**config.mk**
```make
export PLATFORM = sky130hd
export DESIGN_NAME = floating_to_fixed_conversion
export DESIGN_NICKNAME = d
export VERILOG_FILES = /design/src/rtl/floating_to_fixed_conversion.sv
export SDC_FILE = /design/constraint.sdc
export NUM_CORES = 1
export LEC_CHECK = 0
export ABC_AREA = 1
export CORE_MARGIN = 1
export CORE_UTILIZATION = 35
export CTS_CLUSTER_DIAMETER = 40
export DETAILED_ROUTE_END_ITERATION = 8
export MAX_ROUTING_LAYER = met4
export PLACE_DENSITY_LB_ADDON = 0.08
export SLEW_MARGIN = 30
export SYNTH_ARGS = -nofsm -noshare
export SYNTH_HDL_FRONTEND = slang
export SYNTH_SLANG_ARGS = --single-unit
```
**constraint.sdc**
```tcl
create_clock -name clk -period 10.2 [get_ports clk]
set_clock_uncertainty 0.1 [all_clocks]
set_input_delay 1.02 -clock clk [delete_from_list [all_inputs] [get_ports clk]]
set_output_delay 1.02 -clock clk [all_outputs]
set_load 0.02 [all_outputs]
```
**src/rtl/floating_to_fixed_conversion.sv**
```systemverilog
// IEEE-754 single -> unsigned Q10.22 magnitude converter, start/ready handshake, four-cycle FSM.
// Define FLOAT_TO_FIXED_ROUND_NEAREST_EN for round-to-nearest-even on right shifts (default: truncate).
module floating_to_fixed_conversion #(
  parameter int DATA_WIDTH = 32,
  parameter int M          = 23,
  parameter int E          = 8,
  parameter int INTEGER    = 10,
  parameter int FRACTION   = 22
) (
  input  logic                  clk,
  input  logic                  reset,
  input  logic                  start_floating_to_fixed_conversion,
  input  logic [DATA_WIDTH-1:0] floating_point_input,
  output logic [DATA_WIDTH-1:0] fixed_point_output_reg,
  output logic                  sign_output_reg,
  output logic                  overflow_flag,
  output logic                  underflow_flag,
  output logic                  invalid_flag,
  output logic                  fixed_point_number_ready
);

  localparam int BIAS = (2**(E-1)) - 1;
  localparam int SIG_W = M + 1;
  localparam int LEFT_MAX = INTEGER + FRACTION - SIG_W;
  // Exponent at which the significand lands unshifted in the fixed word (128 for defaults).
  localparam logic [E-1:0] EXP_ONE = E'(BIAS + M - FRACTION);
  localparam logic [E-1:0] EXP_OVF = E'(BIAS + M - FRACTION + LEFT_MAX + 1);
  localparam logic [E-1:0] EXP_UNF = E'(BIAS + M - FRACTION - SIG_W);
  localparam logic [DATA_WIDTH-1:0] ALL_ONES = '1;

  typedef enum logic [1:0] {
    IDLE         = 2'b00,
    UNPACK       = 2'b01,
    SHIFT        = 2'b11,
    OUTPUT_READY = 2'b10
  } state_t;

  typedef enum logic [2:0] {
    CLS_NORMAL, CLS_ZERO, CLS_DENORM, CLS_INF, CLS_NAN
  } class_t;

  state_t                state_q, state_d;
  class_t                class_q, class_d;
  logic [DATA_WIDTH-1:0] input_q, input_d;
  logic                  sign_q, sign_d;
  logic [E-1:0]          exp_q, exp_d;
  logic [SIG_W-1:0]      sig_q, sig_d;
  logic [DATA_WIDTH-1:0] fixed_q, fixed_d;
  logic                  sign_out_q, sign_out_d;
  logic                  ovf_q, ovf_d;
  logic                  unf_q, unf_d;
  logic                  inv_q, inv_d;
  logic                  ready_q, ready_d;

  logic [E-1:0]          left_amt, right_amt;
  logic [DATA_WIDTH-1:0] sig_ext, left_result, trunc_result, right_result;
  logic                  right_ovf;

  assign sig_ext      = {{(DATA_WIDTH-SIG_W){1'b0}}, sig_q};
  assign left_amt     = exp_q - EXP_ONE;
  assign right_amt    = EXP_ONE - exp_q;
  assign left_result  = sig_ext << left_amt;
  assign trunc_result = sig_ext >> right_amt;

`ifdef FLOAT_TO_FIXED_ROUND_NEAREST_EN
  logic [SIG_W-1:0]    guard_mask;
  logic                guard_bit, sticky_bit, round_up;
  logic [DATA_WIDTH:0] rounded_sum;

  // Guard is the highest dropped bit; sticky ORs everything below it.
  assign guard_mask  = {{M{1'b0}}, 1'b1} << (right_amt - E'(1));
  assign guard_bit   = |(sig_q & guard_mask);
  assign sticky_bit  = |(sig_q & (guard_mask - {{M{1'b0}}, 1'b1}));
  assign round_up    = guard_bit & (sticky_bit | trunc_result[0]);
  assign rounded_sum = {1'b0, trunc_result} + {{DATA_WIDTH{1'b0}}, round_up};
  assign right_ovf    = rounded_sum[DATA_WIDTH];
  assign right_result = right_ovf ? ALL_ONES : rounded_sum[DATA_WIDTH-1:0];
`else
  assign right_ovf    = 1'b0;
  assign right_result = trunc_result;
`endif

  always_comb begin
    state_d    = state_q;
    class_d    = class_q;
    input_d    = input_q;
    sign_d     = sign_q;
    exp_d      = exp_q;
    sig_d      = sig_q;
    fixed_d    = fixed_q;
    sign_out_d = sign_out_q;
    ovf_d      = ovf_q;
    unf_d      = unf_q;
    inv_d      = inv_q;
    ready_d    = 1'b0;

    case (state_q)
      IDLE: begin
        if (start_floating_to_fixed_conversion) begin
          input_d = floating_point_input;
          state_d = UNPACK;
        end
      end
      UNPACK: begin
        sign_d = input_q[DATA_WIDTH-1];
        exp_d  = input_q[M +: E];
        sig_d  = {1'b1, input_q[M-1:0]};
        if (input_q[M +: E] == '0)
          class_d = (input_q[M-1:0] == '0) ? CLS_ZERO : CLS_DENORM;
        else if (input_q[M +: E] == '1)
          class_d = (input_q[M-1:0] == '0) ? CLS_INF : CLS_NAN;
        else
          class_d = CLS_NORMAL;
        state_d = SHIFT;
      end
      SHIFT: begin
        fixed_d    = '0;
        sign_out_d = sign_q;
        ovf_d      = 1'b0;
        unf_d      = 1'b0;
        inv_d      = 1'b0;
        case (class_q)
          CLS_ZERO:   ;
          CLS_DENORM: unf_d = 1'b1;
          CLS_INF: begin
            fixed_d = ALL_ONES;
            ovf_d   = 1'b1;
          end
          CLS_NAN: begin
            sign_out_d = 1'b0;
            inv_d      = 1'b1;
          end
          default: begin
            if (exp_q >= EXP_OVF) begin
              fixed_d = ALL_ONES;
              ovf_d   = 1'b1;
            end else if (exp_q >= EXP_ONE) begin
              fixed_d = left_result;
            end else if (exp_q >= EXP_UNF) begin
              fixed_d = right_result;
              ovf_d   = right_ovf;
              unf_d   = (right_result == '0);
            end else begin
              unf_d = 1'b1;
            end
          end
        endcase
        state_d = OUTPUT_READY;
      end
      default: begin
        ready_d = 1'b1;
        state_d = IDLE;
      end
    endcase
  end

  always_ff @(posedge clk or posedge reset) begin
    if (reset) begin
      state_q    <= IDLE;
      class_q    <= CLS_NORMAL;
      input_q    <= '0;
      sign_q     <= 1'b0;
      exp_q      <= '0;
      sig_q      <= '0;
      fixed_q    <= '0;
      sign_out_q <= 1'b0;
      ovf_q      <= 1'b0;
      unf_q      <= 1'b0;
      inv_q      <= 1'b0;
      ready_q    <= 1'b0;
    end else begin
      state_q    <= state_d;
      class_q    <= class_d;
      input_q    <= input_d;
      sign_q     <= sign_d;
      exp_q      <= exp_d;
      sig_q      <= sig_d;
      fixed_q    <= fixed_d;
      sign_out_q <= sign_out_d;
      ovf_q      <= ovf_d;
      unf_q      <= unf_d;
      inv_q      <= inv_d;
      ready_q    <= ready_d;
    end
  end

  assign fixed_point_output_reg   = fixed_q;
  assign sign_output_reg          = sign_out_q;
  assign overflow_flag            = ovf_q;
  assign underflow_flag           = unf_q;
  assign invalid_flag             = inv_q;
  assign fixed_point_number_ready = ready_q;

endmodule

```
==> impl_metrics.ini <==
; implementation run metrics
[cells_and_area]
fillers = 2121
seqAreaFraction_pct = 32.5
clock_buffer_count = 9
fin_util_pct = 41.9
final_cell_mix = 303 x nand2_1, 106 x dfrtp_1, 104 x nor2_1
layout.cells.non_filler = 1347
nonClockBufferCount = 79
syn_to_final_growth_pct = 15.9
comb_area_share_pct = 46.9
final-comb-area_um2 = 3870
clock_cell_area_share_pct = 3.80
largest_cell_class = multi-input combinational cells
nets = 1115
nNonClkInverters = 77

[setup_path]
required_ns = 10.41
startpoint_type = flop
cp-end-kind = flop
slowest_stage = ha_1
crit_family = buffers and inverters
reg2reg_from = exp_q[0]
setup.worst_path.start = exp_q[0]
path_cells = inv_2 > ha_1 > clkinv_1 > o21ai_0 > a21oi_1 > a21oi_1 > nand2_1 > nand2_1 > nand2_1 > o21ai_1 > nand2_1 > nor2_1 > nand3_1 > nand2_1 > nand2_1 > a21oi_2
crit_buf_inv = 2

[clock_network]
numCtsBuffers = 9
htreeDepth = 3
cts_tree = yes
cts.repair.resized = 0
clk_pin_slew_ns = 0.09
worstSkewPairLatency_ns = 0.37
cts_setup_buffers = 0
root_buffer = clkbuf_16

[pwr]
power.total_mw = 3.31
seq_power_mw = 0.821
clock_power_share_pct = 11.3
power_switching_mw = 1.84
pwr-share-comb_pct = 63.9
top_power_group = combinational logic
p_leak_nw = 3.72
peakVddDrop_mv = 0.140

[job]
cap_violations = 0
openroad.warnings = 28

[sta]
relSlewSlack_pct = 50.8
rsz0062_at_grt = no
hold_viol_final = 0
hold_slack_ns = 0.362
fmax_ghz = 0.229
worst_pin_slew_ns = 0.735

[outcome]
status = finished, final reports clean

[placed_design]
port-buffer-count = 71
dp.cells = 1331
place_congestion = 0.954
post-dp-hpwl_um = 17600

[drt]
dr.pass1.iters = 5
vias_per_cell = 5.43
ant_nets = 0
drt_wl_total_um = 23500
drc = 0
num_vias = 7315

[synthesis]
ys_seq_share_pct = 37.6
largest_area_cell = dfrtp_1
synth.area.top_cells = dfrtp_1 38%, nand2_1 16%, o21ai_0 6.7%
synth_cell_types = 42
synth_area_um2 = 7120
yosysCellCount = 1054
yosys_area_um2 = 7120
synth_flops = 107

[die]
io_pins = 72
fp_util_pct = 36.1
tapCellCount = 265
fp.dieW_um = 145

[hold_path]
min_from = state_q[0]

[global_route]
grt_antenna_before_repair = 0
==> synthesized netlist by cell type, drive strengths merged <==
| cell type | n |
|---|---|
| a21o | 1 |
| o2111ai | 3 |
| nand3 | 61 |
| ha | 3 |
| xor2 | 2 |
| nor4 | 6 |
| o21ai | 100 |
| o22ai | 10 |
| clkinv | 2 |
| xnor2 | 1 |
| o211ai | 3 |
| inv | 75 |
| a31oi | 8 |
| a21oi | 93 |
| or2 | 1 |
| nand2 | 308 |
| clkbuf | 42 |
| o31ai | 5 |
| buf | 25 |
| a2111oi | 4 |
| a221oi | 4 |
| mux2 | 6 |
| and2 | 1 |
| a22oi | 15 |
| nand4 | 43 |
| nor2 | 109 |
| nor3 | 8 |
| a22o | 4 |
| dfrtp | 107 |
| o22a | 4 |
==> routing by layer <==
metal | track usage, % | wire, um
met1 | 33.0 | 10800
met2 | 37.1 | 10800
met3 | 3.95 | 1350
met4 | 6.43 | 520
met5 | - | 0
==> cells by family (layout without fill, tap and decap cells) <==
kind of cell	after synthesis	after routing	share of synthesized area, %
compound gates	254	254	20.1
fa+ha+maj	3	3	0.527
mux	6	6	0.948
flops	107	107	37.6
buf+inv	144	172	8.34
xor+xnor	3	3	0.580
simple gates	537	537	31.9
==> final timing paths <==
| check | endpoint | slack, ns | cells past startpoint |
|---|---|---|---|
| max | underflow_flag | 5.83 | 16 |
| min in group asynchronous | state_q[1] | 0.97 | 2 |
| min | state_q[1] | 0.36 | 0 |
| max in group asynchronous | exp_q[0] | 7.84 | 3 |
| max reg2reg | underflow_flag | 5.83 | 16 |
| min reg2reg | state_q[1] | 0.36 | 0 |
Fig. 1: clock network drawn from the DEF
(4 px per um)
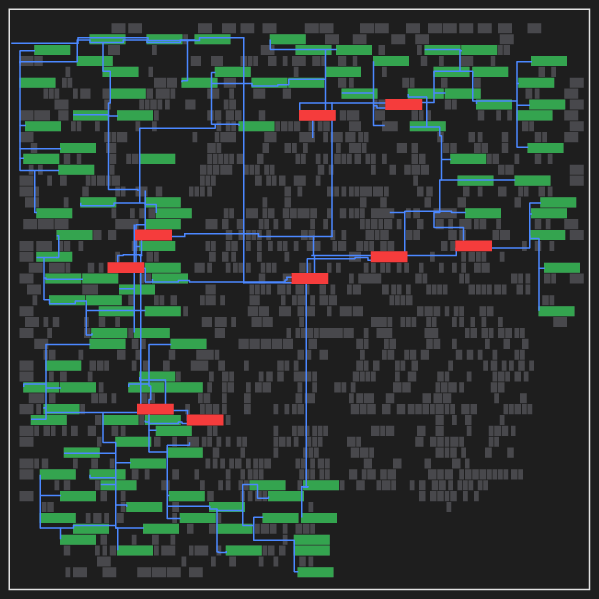
legend:
  red:
    item: clock-net drivers
    count: 9
  green:
    item: flip-flops
    count: 107
  blue:
    item: clock wires
    length: 1650 um
flops lie: spread over the die

Fig. 2: cell classes on the final placement
(2 px per um) Fill, decap, tap and diode cells in gray.
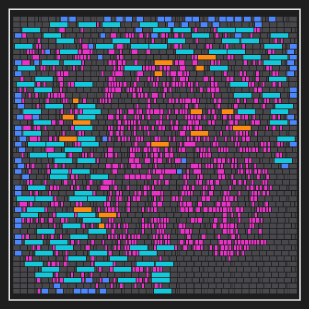
legend:
  cyan:
    class: registers
    cells: 107
  blue:
    class: remaining buffers and delay cells
    cells: 79
  magenta:
    class: remaining logic cells
    cells: 880
  orange:
    class: clock drivers and dummy loads
    cells: 16

Fig. 3: I/O pins on the die edge
(2 px per um) Pins as bars across the die edge, other pins in gray.
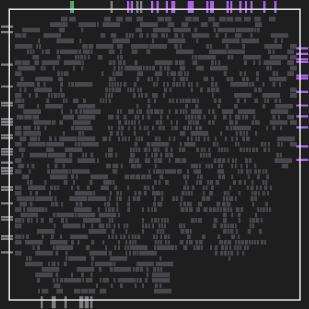
legend:
  green:
    port: sign_output_reg
    pins: 1
    direction: output
    edge: top
  purple:
    port: fixed_point_output_reg
    pins: 32
    direction: output
    edge: 20 top, 12 right
all pins by edge: 26 left, 25 top, 12 right, 9 bottom

Fig. 4: the clock network
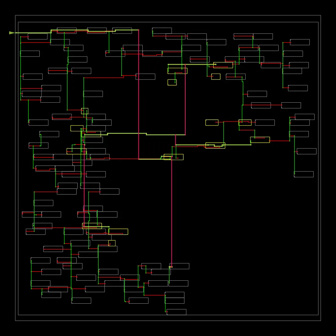
Flops: 107
clock group power: 0.374 mW

Fig. 5: M2 wires
(2 px per um)
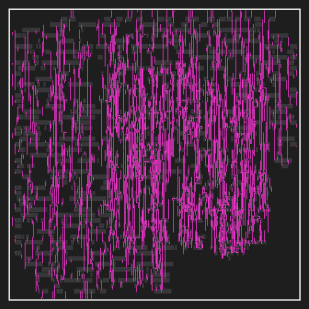
longest straight run: 64.6 um
wire length on this layer: 10800 um

Power figures rest on the tool's default switching activity, not on a simulated workload.
